--- config.mk ---
export PLATFORM = sky130hd
export DESIGN_NAME = dmi_wb_arbiter
export DESIGN_NICKNAME = d
export VERILOG_FILES = /design/src/rtl/dmi_wb_arbiter.sv
export SDC_FILE = /design/constraint.sdc
export NUM_CORES = 1
export LEC_CHECK = 0
export ABC_CLOCK_PERIOD_IN_PS = 1200
export CELL_PAD_IN_SITES_DETAIL_PLACEMENT = 1
export CELL_PAD_IN_SITES_GLOBAL_PLACEMENT = 1
export CORE_MARGIN = 3
export CORE_UTILIZATION = 10
export DETAILED_ROUTE_END_ITERATION = 16
export GPL_TIMING_DRIVEN = 0
export PLACE_DENSITY = 0.88
export SYNTH_ARGS = -nofsm -noshare
export SYNTH_HDL_FRONTEND = slang
export SYNTH_SLANG_ARGS = --single-unit
--- constraint.sdc ---
create_clock -name clk_i -period 1.2 [get_ports clk_i]
set_clock_uncertainty 0.05 [all_clocks]
set_input_delay 0.12 -clock clk_i [delete_from_list [all_inputs] [get_ports clk_i]]
set_output_delay 0.12 -clock clk_i [all_outputs]
set_load 0.005 [all_outputs]
--- src/rtl/dmi_wb_arbiter.sv ---
// dmi_wb_arbiter: two-master to one-slave Wishbone arbiter in front of the
// debug module. Master 0 is the JTAG DTM path after the async_reg_wb CDC, and
// master 1 is a secondary debugger port such as a UART debug bridge.
//
// Arbitration is round-robin at transaction granularity. A grant is taken
// one cycle after a request is seen, and it is held for the whole CYC. At
// least one idle cycle separates two consecutive grants.
//
// Handshake: a master requests with CYC&STB. While it holds the grant, its
// STB, ADR, DAT, WE and SEL pass combinationally to the slave, and the
// slave's ACK/ERR return only to that master, qualified by the forwarded CYC.
// A master releases the bus by dropping CYC. An ACK or ERR that arrives after
// the release, or while the arbiter is idle, goes to no master.
//
// Optional feature (macro DMI_ARB_TIMEOUT_EN): a stall watchdog. After
// TIMEOUT_CYCLES stalled strobe cycles it sends the granted master a single
// ERR pulse. It then holds s_cyc_o/s_stb_o low until that master drops CYC.
// Without the macro a stalled slave holds the grant indefinitely.
//
// FSM state is observable through busy_o (1 in GNT) and grant_o (owner).

module dmi_wb_arbiter #(
  parameter int ADDRW          = 8,
  parameter int DATAW          = 32,
  parameter int TIMEOUT_CYCLES = 255
) (
  input  logic                   clk_i,
  input  logic                   rst_n_i,
  // master side
  input  logic [2*ADDRW-1:0]     m_adr_i,
  input  logic [2*DATAW-1:0]     m_dat_i,
  output logic [DATAW-1:0]       m_dat_o,
  input  logic [1:0]             m_we_i,
  input  logic [2*(DATAW/8)-1:0] m_sel_i,
  input  logic [1:0]             m_cyc_i,
  input  logic [1:0]             m_stb_i,
  output logic [1:0]             m_ack_o,
  output logic [1:0]             m_err_o,
  // slave side
  output logic [ADDRW-1:0]       s_adr_o,
  output logic [DATAW-1:0]       s_dat_o,
  input  logic [DATAW-1:0]       s_dat_i,
  output logic                   s_we_o,
  output logic [DATAW/8-1:0]     s_sel_o,
  output logic                   s_cyc_o,
  output logic                   s_stb_o,
  input  logic                   s_ack_i,
  input  logic                   s_err_i,
  // status
  output logic [1:0]             grant_o,
  output logic                   busy_o
);

  localparam int SELW = DATAW / 8;

  typedef enum logic {
    IDLE = 1'b0,
    GNT  = 1'b1
  } state_e;

  state_e      state_q, state_d;
  logic [1:0]  grant_q, grant_d;
  // Index of the master granted most recently. It resets to 1 so that
  // master 0 wins the first tie.
  logic        last_q, last_d;

  logic [1:0]  req;
  logic        busy;
  logic        g;          // index of the granted master (0 while idle)
  logic        win;        // index of the master chosen in IDLE
  logic        release_c;  // granted master drops CYC this cycle

  logic        abort_q;    // watchdog has fired, slave strobes are suppressed
  logic        to_pulse_q; // one-cycle ERR pulse after a watchdog expiry

  assign req       = m_cyc_i & m_stb_i;
  assign busy      = (state_q == GNT);
  assign g         = grant_q[1];
  assign release_c = busy & ~m_cyc_i[g];

  assign grant_o = grant_q;
  assign busy_o  = busy;

  // ---------------------------------------------------------------------
  // Arbitration FSM
  // ---------------------------------------------------------------------

  // State, grant and round-robin pointer registers.
  always_ff @(posedge clk_i) begin
    if (!rst_n_i) begin
      state_q <= IDLE;
      grant_q <= 2'b00;
      last_q  <= 1'b1;
    end else begin
      state_q <= state_d;
      grant_q <= grant_d;
      last_q  <= last_d;
    end
  end

  // Next-state logic: pick a winner in IDLE, hold the grant until CYC drops.
  always_comb begin
    state_d = state_q;
    grant_d = grant_q;
    last_d  = last_q;
    win     = 1'b0;
    unique case (state_q)
      IDLE: begin
        if (req != 2'b00) begin
          // On a tie the master that did not hold the last grant wins.
          if (req == 2'b11) win = ~last_q;
          else              win = req[1];
          state_d = GNT;
          grant_d = win ? 2'b10 : 2'b01;
          last_d  = win;
        end
      end
      GNT: begin
        if (!m_cyc_i[g]) begin
          state_d = IDLE;
          grant_d = 2'b00;
        end
      end
      default: begin
        state_d = IDLE;
        grant_d = 2'b00;
      end
    endcase
  end

  // ---------------------------------------------------------------------
  // Data path
  // ---------------------------------------------------------------------

  // Forward the granted master's fields to the slave. While idle g is 0, so
  // master 0's fields are driven.
  always_comb begin
    s_adr_o = m_adr_i[ADDRW*g +: ADDRW];
    s_dat_o = m_dat_i[DATAW*g +: DATAW];
    s_sel_o = m_sel_i[SELW*g  +: SELW];
    s_we_o  = m_we_i[g];
  end

  assign s_cyc_o = busy & m_cyc_i[g] & ~abort_q;
  assign s_stb_o = busy & m_stb_i[g] & ~abort_q;
  assign m_dat_o = s_dat_i;

  // Route the slave response to the granted master only.
  always_comb begin
    m_ack_o    = 2'b00;
    m_err_o    = 2'b00;
    m_ack_o[g] = s_ack_i & s_cyc_o;
    m_err_o[g] = (s_err_i & s_cyc_o) | to_pulse_q;
  end

  // ---------------------------------------------------------------------
  // Stall watchdog
  // ---------------------------------------------------------------------
`ifdef DMI_ARB_TIMEOUT_EN
  localparam logic [15:0] TO_LIMIT = 16'(TIMEOUT_CYCLES);

  logic [15:0] wd_cnt_q, wd_cnt_d;
  logic        abort_d;
  logic        to_pulse_d;
  logic        stall;

  assign stall = s_cyc_o & s_stb_o & ~s_ack_i & ~s_err_i;

  // Watchdog registers.
  always_ff @(posedge clk_i) begin
    if (!rst_n_i) begin
      wd_cnt_q   <= '0;
      abort_q    <= 1'b0;
      to_pulse_q <= 1'b0;
    end else begin
      wd_cnt_q   <= wd_cnt_d;
      abort_q    <= abort_d;
      to_pulse_q <= to_pulse_d;
    end
  end

  // Count stalled strobe cycles. On expiry, fire one ERR pulse and abort
  // until the granted master releases the bus.
  always_comb begin
    wd_cnt_d   = wd_cnt_q;
    abort_d    = abort_q;
    to_pulse_d = 1'b0;
    if (stall) begin
      if (wd_cnt_q + 16'd1 == TO_LIMIT) begin
        wd_cnt_d   = '0;
        abort_d    = 1'b1;
        to_pulse_d = 1'b1;
      end else begin
        wd_cnt_d = wd_cnt_q + 16'd1;
      end
    end else if (!busy || abort_q || s_ack_i || s_err_i) begin
      wd_cnt_d = '0;
    end
    if (release_c) begin
      abort_d  = 1'b0;
      wd_cnt_d = '0;
    end
  end
`else
  assign abort_q    = 1'b0;
  assign to_pulse_q = 1'b0;
`endif

endmodule

### Signal metal coverage by tile

Bar = 20 um. The die is cut into 22 by 22 equal tiles; dark blue is low, red is high, scaled to the fullest tile. Values are wire area over tile area, all layers added.
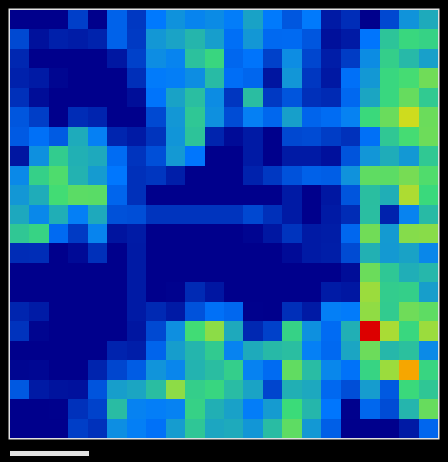
- mean over tiles: 0.11
- fullest tile: 0.52
- emptiest ninth of the die: center
- nearly empty tiles: 23%
- densest ninth of the die: lower right
- tiles over half the peak: 7.6%
vias: 1718
GRT Resource Usage Total: 12.9%
routed wire length: 8030 um
wire length per cell: 17.4 um

### Congestion heat map

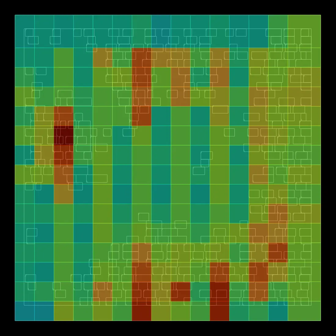
Util after Layout: 36.7%
met3 Use GR: 2.45%
routing usage on met1: 14.2%
GR Util met2: 25.0%
GR peak layer: met2

==> flow_summary_export.csv <==
group,metric,value,unit
status,outcome,"finished, violations left",
status,violations,"setup timing",
cells_and_area,logic_gate_count,70,
place,place_inst,428,
clocking,cts_resized,340,
logic_synthesis,synth-edff-count,0,
floorplan,dieHeight,108,um
critical_path,crit_type,"reg2out",
clocking,cts_num_sinks,4,
critical_path,startpoint_type,"register",
critical_path,crit_start,"grant_o[1]$_SDFFE_PN0P_",
cells_and_area,syn_to_final_growth,250,%
detailed_routing,dr_wl_met2,4310,um
logic_synthesis,synth.largest_area_cell,"mux2_2",
critical_path,rrSetupSlack,-0.19,ns
power_and_ir_drop,power_leader,"combinational cells",
detailed_routing,wl_met1,2880,um
floorplan,ios,216,
detailed_routing,drc,0,
place,gp_congestion,0.762,
sta,finalWorstSetupSlack,-0.458,ns
place,place_hpwl,5820,um
logic_synthesis,ys_sh_xor,0,%
critical_path,reg2reg_from,"grant_o[1]$_SDFFE_PN0P_",
logic_synthesis,post_synth_num_cell_types,20,
logic_synthesis,ys_chip_area,1040,um2
flow_run,drv_cap,0,
cells_and_area,seq_cells,4,
sta,finalSetupViolCount,53,
clocking,root_buffer,"clkbuf_8",
floorplan,dieArea,11700,um2
global_route,grt_pass1_vias,1896,
sta,fin_crit,1.66,ns
cells_and_area,largest_reg_flops,2,
clocking,clockBufferDepth,2,
critical_path,reg2regPathDepth,7,
logic_synthesis,common_cells,"mux2_2, buf_4, dfxtp_1",
critical_path,crit_fanout,5,
power_and_ir_drop,p_leak,0.00165,uW
logic_synthesis,synth_seq_share,7.66,%
power_and_ir_drop,total_power,1850,uW
place,port_buffers,183,
clocking,postCtsHoldBufs,0,
cells_and_area,comb-cell-share,23.6,%
logic_synthesis,simple_gate_area_share,10.5,%
cells_and_area,clkbuf_count,3,
logic_synthesis,ys_sh_mux,50.4,%
place,placed_cell_area,3040,um2
logic_synthesis,netlist_instances,112,
cells_and_area,buf_share,68.4,%
cells_and_area,clkCellAreaFrac,1.13,%
hold_path,holdPathStages,2,
clocking,clk_pin_slew_worst_paths,0.03,ns
hold_path,hold_start,"last_q$_SDFFE_PN1P_",
flow_run,warning_count,28,
clocking,numCtsBuffers,3,
logic_synthesis,top_cell,"mux2_2",
logic_synthesis,fa_ha_area_share,0,%
cells_and_area,largest_cell_class,"non-clock buffers",
sta,slew_viol_final,0,
floorplan,fp-utilization,10.5,%
logic_synthesis,yosysTopAreaCellShare,48.5,%
floorplan,num_tap_cells,133,
cells_and_area,antenna_cells,0,
critical_path,cp_data_required_time,1.03,ns
global_route,grt_pass1_wl,11400,um
critical_path,worstReg2RegEnd,"busy_o$_SDFF_PN0_",
floorplan,coreArea,9950,um2
power_and_ir_drop,p_sw_share,25.5,%
logic_synthesis,avgSynthCellArea,9.33,um2
power_and_ir_drop,power_combinational,1400,uW
detailed_routing,routed_via_density,3.72,
power_and_ir_drop,p_seq_share,8.5,%
sta,hold_viol_final,0,
logic_synthesis,synthAoiAreaFrac,4.31,%
detailed_routing,top_layer,"met4",
power_and_ir_drop,power.density,505,nW/um2
logic_synthesis,yosys_cells,112,
critical_path,setup.worst_path.end,"s_adr_o[0]",
place,pre_cts_ws,-0.815,ns
cells_and_area,comb_area,861,um2
sta,fin_crit_sh,138,%
global_route,grt_max_degree,11,
critical_path,crit_path_end_kind,"output pin",
cells_and_area,nets,461,
power_and_ir_drop,p_int,1370,uW
logic_synthesis,async_flop_share,0,%
logic_synthesis,fp_nets,242,
logic_synthesis,yosys-top-cells-area,"mux2_2, buf_4, dfxtp_1",
power_and_ir_drop,p_seq,158,uW
logic_synthesis,ff_type,"dfxtp_1",
power_and_ir_drop,p_switching,471,uW
sta,rsz0062_at_grt,"yes",
global_route,gr-total-overflow,0,
cells_and_area,inverters,0,
cells_and_area,drive_gt1_share,52.6,%
cells_and_area,nFillCells,1088,
sta,worstMarginPinSlew,0.257,ns
logic_synthesis,netlist_logic_family_top,"multiplexers",
detailed_routing,ant_nets,0,
global_route,antenna_found_initial,0,
power_and_ir_drop,p_comb_share,76.0,%
hold_path,hold_class,"reg2reg",
clocking,cts_tree,"built",
detailed_routing,first_iter_violations,20,
clocking,h-tree-depth,1,
floorplan,rows,36,
cells_and_area,seq_area,87.6,um2
cells_and_area,final_area,3650,um2
logic_synthesis,yosysWarnings,0,
cells_and_area,stdcell_count,462,
### Clock distribution

Bar = 20 um.
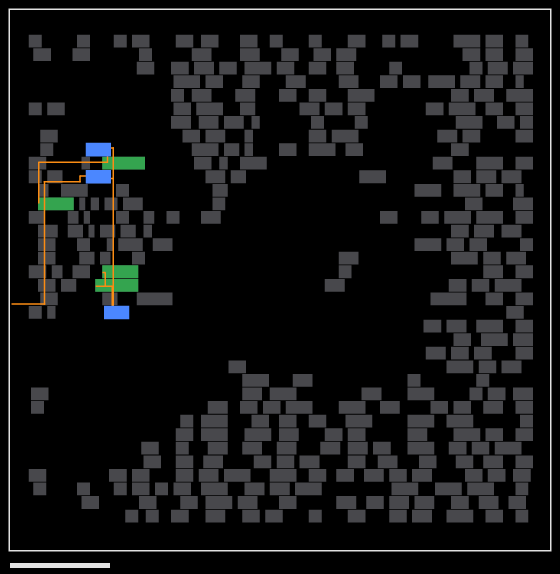
- clock wires: orange (length 122 um)
- flip-flops: green (count 4)
- cells driving clock nets: blue (count 3)
- flops lie: middle left
- routed clock nets: 4
clk pwr: 286 uW
clk latency late pin: 0.22 ns
power share of the clock group: 15.5%

-- placed cells by master (no fill, tap or decap) --
cell type	instances
and4_1	2
nand3_1	2
clkbuf_8	3
buf_4	41
nor2b_2	1
dlygate4sd2_1	4
o21a_1	1
a32oi_1	1
a21oi_1	1
mux2i_2	1
buf_12	2
and2_1	1
mux2i_1	1
nor2b_1	1
nor2_1	1
clkdlybuf4s50_1	128
and3b_1	3
buf_2	7
o22ai_1	1
mux2_4	45
nand2_1	3
nand2b_1	2
o2bb2ai_1	1
dfxtp_1	2
o2bb2ai_2	1
buf_8	3
buf_6	67
dfxtp_4	2
nand3b_1	1
-- worst max-delay path, cell delays in order (launching register included) --
cell     delay [ns]
dfxtp_4        0.34
buf_4          0.14
buf_6          0.13
buf_8          0.13
buf_6          0.11
mux2_4         0.30
buf_6          0.12
No activity file was given, so power comes from the tool's default toggle rates.
